**src/rtl/pc_sequencer_if.sv**
```systemverilog
// Run-control and PC bus of the pc_sequencer stage.
// The master side drives the run-control flags and the next-PC selection; the slave side returns the PC, the run status and the retired-instruction count.
interface pc_sequencer_if #(
   parameter int unsigned data_width = 16
);
   logic                  start;
   logic                  halt;
   logic                  stall;
   logic [data_width-1:0] next_pc;
   logic [data_width-1:0] pc_out;
   logic [data_width-1:0] pc_plus1;
   logic                  running;
   logic                  done;
   logic [15:0]           instr_count;

   modport master (
      output start, halt, stall, next_pc,
      input  pc_out, pc_plus1, running, done, instr_count
   );

   modport slave (
      input  start, halt, stall, next_pc,
      output pc_out, pc_plus1, running, done, instr_count
   );
endinterface

```
**src/rtl/pc_sequencer.sv**
```systemverilog
// Program-counter stage: holds the PC, advances it under idle/run/halted control,
// supplies PC+1 to the next-PC mux and counts retired instructions (saturating).
module pc_sequencer #(
   parameter int unsigned          data_width = 16,
   parameter logic [data_width-1:0] start_addr = '0
) (
   input logic           clk,
   input logic           reset,
   pc_sequencer_if.slave bus
);

   typedef enum logic [1:0] {
      IDLE   = 2'd0,
      RUN    = 2'd1,
      HALTED = 2'd2
   } state_e;

   state_e                state_q, state_d;
   logic [data_width-1:0] pc_q, pc_d;
   logic [15:0]           cnt_q, cnt_d;
   logic [15:0]           cnt_inc;

   assign cnt_inc = (cnt_q == '1) ? cnt_q : cnt_q + 16'd1;

   always_ff @(posedge clk) begin
      if (reset) begin
         state_q <= IDLE;
         pc_q    <= start_addr;
         cnt_q   <= '0;
      end else begin
         state_q <= state_d;
         pc_q    <= pc_d;
         cnt_q   <= cnt_d;
      end
   end

   always_comb begin
      state_d = state_q;
      pc_d    = pc_q;
      cnt_d   = cnt_q;
      unique case (state_q)
         IDLE: begin
            pc_d = start_addr;
            if (bus.start) begin
               state_d = RUN;
               cnt_d   = '0;
            end
         end
         RUN: begin
            // HALT retires and wins over stall; the PC stays on the HALT address.
            if (bus.halt) begin
               state_d = HALTED;
               cnt_d   = cnt_inc;
            end else if (!bus.stall) begin
               pc_d  = bus.next_pc;
               cnt_d = cnt_inc;
            end
         end
         HALTED: begin
            if (bus.start) begin
               state_d = RUN;
               pc_d    = start_addr;
               cnt_d   = '0;
            end
         end
         default: begin
            state_d = IDLE;
            pc_d    = start_addr;
         end
      endcase
   end

   assign bus.pc_out      = pc_q;
   assign bus.pc_plus1    = pc_q + data_width'(1);
   assign bus.running     = (state_q == RUN);
   assign bus.done        = (state_q == HALTED);
   assign bus.instr_count = cnt_q;

endmodule

```
**src/flat_wrapper.sv**
```systemverilog
// flat-port wrapper written by rule: the top's interface ports become plain ports
module pc_sequencer_flat 
#(
   parameter int unsigned          data_width = 16,
   parameter logic [data_width-1:0] start_addr = '0
)
  (clk, reset, bus_start, bus_halt, bus_stall, bus_next_pc, bus_pc_out, bus_pc_plus1, bus_running, bus_done, bus_instr_count);
  pc_sequencer_if #(.data_width(data_width)) bus_i ();
  input logic clk;
  input logic reset;
  input wire logic [$bits(bus_i.start)-1:0] bus_start;
  input wire logic [$bits(bus_i.halt)-1:0] bus_halt;
  input wire logic [$bits(bus_i.stall)-1:0] bus_stall;
  input wire logic [$bits(bus_i.next_pc)-1:0] bus_next_pc;
  output wire logic [$bits(bus_i.pc_out)-1:0] bus_pc_out;
  output wire logic [$bits(bus_i.pc_plus1)-1:0] bus_pc_plus1;
  output wire logic [$bits(bus_i.running)-1:0] bus_running;
  output wire logic [$bits(bus_i.done)-1:0] bus_done;
  output wire logic [$bits(bus_i.instr_count)-1:0] bus_instr_count;
  assign bus_i.start = bus_start;
  assign bus_i.halt = bus_halt;
  assign bus_i.stall = bus_stall;
  assign bus_i.next_pc = bus_next_pc;
  assign bus_pc_out = bus_i.pc_out;
  assign bus_pc_plus1 = bus_i.pc_plus1;
  assign bus_running = bus_i.running;
  assign bus_done = bus_i.done;
  assign bus_instr_count = bus_i.instr_count;
  pc_sequencer #(.data_width(data_width), .start_addr(start_addr)) u_core (.clk(clk), .reset(reset), .bus(bus_i));
endmodule
```
**config.mk**
```make
export PLATFORM = sky130hd
export DESIGN_NAME = pc_sequencer_flat
export DESIGN_NICKNAME = d
export VERILOG_FILES = /design/src/rtl/pc_sequencer_if.sv /design/src/rtl/pc_sequencer.sv /design/src/flat_wrapper.sv
export SDC_FILE = /design/constraint.sdc
export NUM_CORES = 1
export LEC_CHECK = 0
export ABC_CLOCK_PERIOD_IN_PS = 2400
export CORE_UTILIZATION = 36
export DETAILED_ROUTE_END_ITERATION = 10
export GPL_TIMING_DRIVEN = 1
export PLACE_DENSITY = 0.67
export SETUP_SLACK_MARGIN = 0.02
export SYNTH_ARGS = -nofsm -noshare
export SYNTH_HDL_FRONTEND = slang
export SYNTH_SLANG_ARGS = --single-unit
```
**constraint.sdc**
```tcl
create_clock -name clk -period 2.4 [get_ports clk]
set_clock_uncertainty 0.1 [all_clocks]
set_input_delay 0.24 -clock clk [delete_from_list [all_inputs] [get_ports clk]]
set_output_delay 0.24 -clock clk [all_outputs]
set_load 0.05 [all_outputs]
```
### Ports around the boundary

Pins as bars across the die edge, other pins in grey.
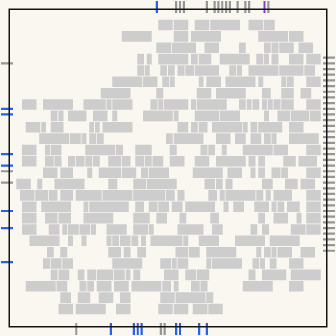
legend:
  bus_running:
    colour: purple
    pins: 1
    direction: output
    edge: top
  bus_instr_count:
    colour: blue
    pins: 16
    direction: output
    edge: 8 bottom, 7 left, 1 top
all pins by edge: 35 right, 15 top, 11 bottom, 10 left

### Routing congestion map

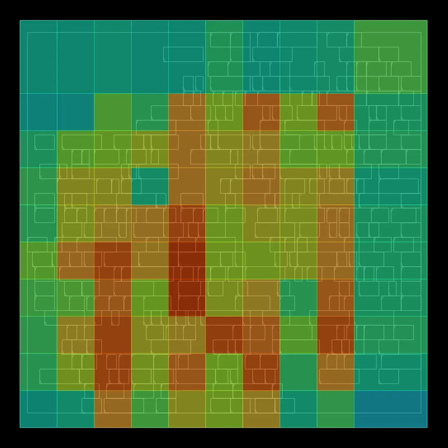
routing usage on met2: 0.320
GR peak layer: met2

[timing repair]
action	in CTS	in global routing
gates resized	0	2
setup buffers	0	0
endpoints found under the hold margin	0	0
endpoints found under the setup margin	0	2
hold buffers	0	0
[critical path: stages (launching register included)]
cell and delay, ns:
dfxtp_1 0.32, buf_4 0.17, nor2b_1 0.26, clkdlybuf4s50_1 0.86
[cell type report]
| cell class | instances | area share |
|---|---|---|
| clock buffers | 7 | 0.0256 |
| inverters | 6 | 0.00755 |
| multi-input cells | 186 | 0.422 |
| flip-flops and latches | 34 | 0.228 |
| well taps | 70 | 0.0294 |
| repair buffers | 82 | 0.287 |
[cell usage in the layout (no fill, tap or decap), drive strengths merged, types with 3 or more instances in the layout]
master | netlist | layout
nand4 | 7 | 7
clkdlybuf4s50 | 0 | 57
o211ai | 3 | 3
clkbuf | 5 | 7
and3 | 6 | 6
inv | 4 | 4
nor4 | 3 | 3
a21oi | 21 | 21
o21a | 3 | 3
a211oi | 3 | 3
nor2 | 11 | 11
nor3 | 5 | 5
xnor2 | 10 | 10
nand2 | 33 | 33
xor2 | 4 | 4
or4 | 3 | 3
o21ai | 3 | 3
nand3 | 41 | 41
buf | 5 | 23
dfxtp | 34 | 34
[worst min path at each step]
| stage | from | to | slack [ns] | cells past startpoint |
|---|---|---|---|---|
| floorplan | bus_halt | u_core.state_q[1] | 0.28 | 2 |
| global placement | u_core.bus.pc_out[1] | u_core.bus.pc_out[1] | 0.39 | 2 |
| detailed placement | u_core.bus.pc_out[15] | u_core.bus.pc_out[15] | 0.40 | 2 |
| CTS | bus_next_pc[7] | u_core.bus.pc_out[7] | 0.41 | 3 |
| global route | bus_next_pc[7] | u_core.bus.pc_out[7] | 0.42 | 3 |
| finish | u_core.bus.pc_out[15] | u_core.bus.pc_out[15] | 0.41 | 2 |
[flip-flops by register name (all words and copies together), names as in the netlist]
| signal | cells |
|---|---|
| u_core.bus.instr_count | 16 |
| u_core.bus.pc_out | 16 |
| u_core.state_q | 2 |
[metal layers]
metal,vias to the layer above,wire length [µm]
met4,0,60
met2,91,2500
met1,991,2590
met5,-,0
li1,1030,-
met3,7,389
[metrics by stage]
step / util / hold slack [ns] / total power [mW] / setup WS, ns / std cells
global route: 0.577 / 0.422 / 1.34 / 0.0648 / 385
floorplan: - / 0.280 / 0.775 / 0.00755 / 236
detailed placement: 0.561 / 0.401 / 0.899 / 0.235 / 378
CTS: 0.576 / 0.407 / 1.30 / 0.0614 / 385
finish: 0.577 / 0.406 / 1.29 / 0.165 / 385
global placement: 0.561 / 0.394 / 0.898 / 0.278 / 378
[kinds of logic (layout without fill, tap and decap cells)]
logic type	after synthesis	in the layout	synth area share
AND/OR/NAND/NOR	119	119	0.343
buffers and inverters	16	95	0.0339
flip-flops	34	34	0.348
AND-OR/OR-AND	50	50	0.192
multiplexers	1	1	0.00768
XOR/XNOR	14	14	0.0627
adder cells (fa/ha/maj)	2	2	0.0128
[power by group through the flow]
stage	Combinational (mW)	Clock (mW)	Sequential [mW]
after floorplan	0.134	0	0.641
after global placement	0.292	0	0.606
after detailed placement	0.293	0	0.606
after CTS	0.294	0.416	0.593
after global routing	0.311	0.436	0.595
final	0.293	0.404	0.593
==> results.sh <==
# source this file to load flow results
export IMPL_combPwrFrac=0.227
export IMPL_routed_wl_um=5540
export IMPL_fin_nets=338
export IMPL_grt_overflow=0
export IMPL_clk_pin_slew_ns=0.07
export IMPL_cp_start_kind="register"
export IMPL_maxSlewHeadroom=0.612
export IMPL_place_area_um2=2900
export IMPL_r2r_cells=6
export IMPL_grt_first_pass_wirelength_um=8440
export IMPL_die_h_um=75.7
export IMPL_clock_tree_htree_level_count=2
export IMPL_critPathCapture="bus_done"
export IMPL_grt_start_max_net_pins=21
export IMPL_yosysSeqAreaShare=0.348
export IMPL_ys_flops=34
export IMPL_topCellsByArea="dfxtp_1, nand3_1, nand2_1, a21oi_1, xnor2_1"
export IMPL_min_period_ns=2.23
export IMPL_place_gp_congestion=0.821
export IMPL_final_area_um2=2980
export IMPL_status="finished, final reports clean"
export IMPL_power_frac_clock=0.313
export IMPL_clock_latency_ns=0.29
export IMPL_comb_area_um2=1260
export IMPL_top_area_cell="dfxtp_1"
export IMPL_rows=26
export IMPL_worstSetupEndpointType="primary output"
export IMPL_critPathMaxFanout=10
No activity file was given, so power comes from the tool's default toggle rates.
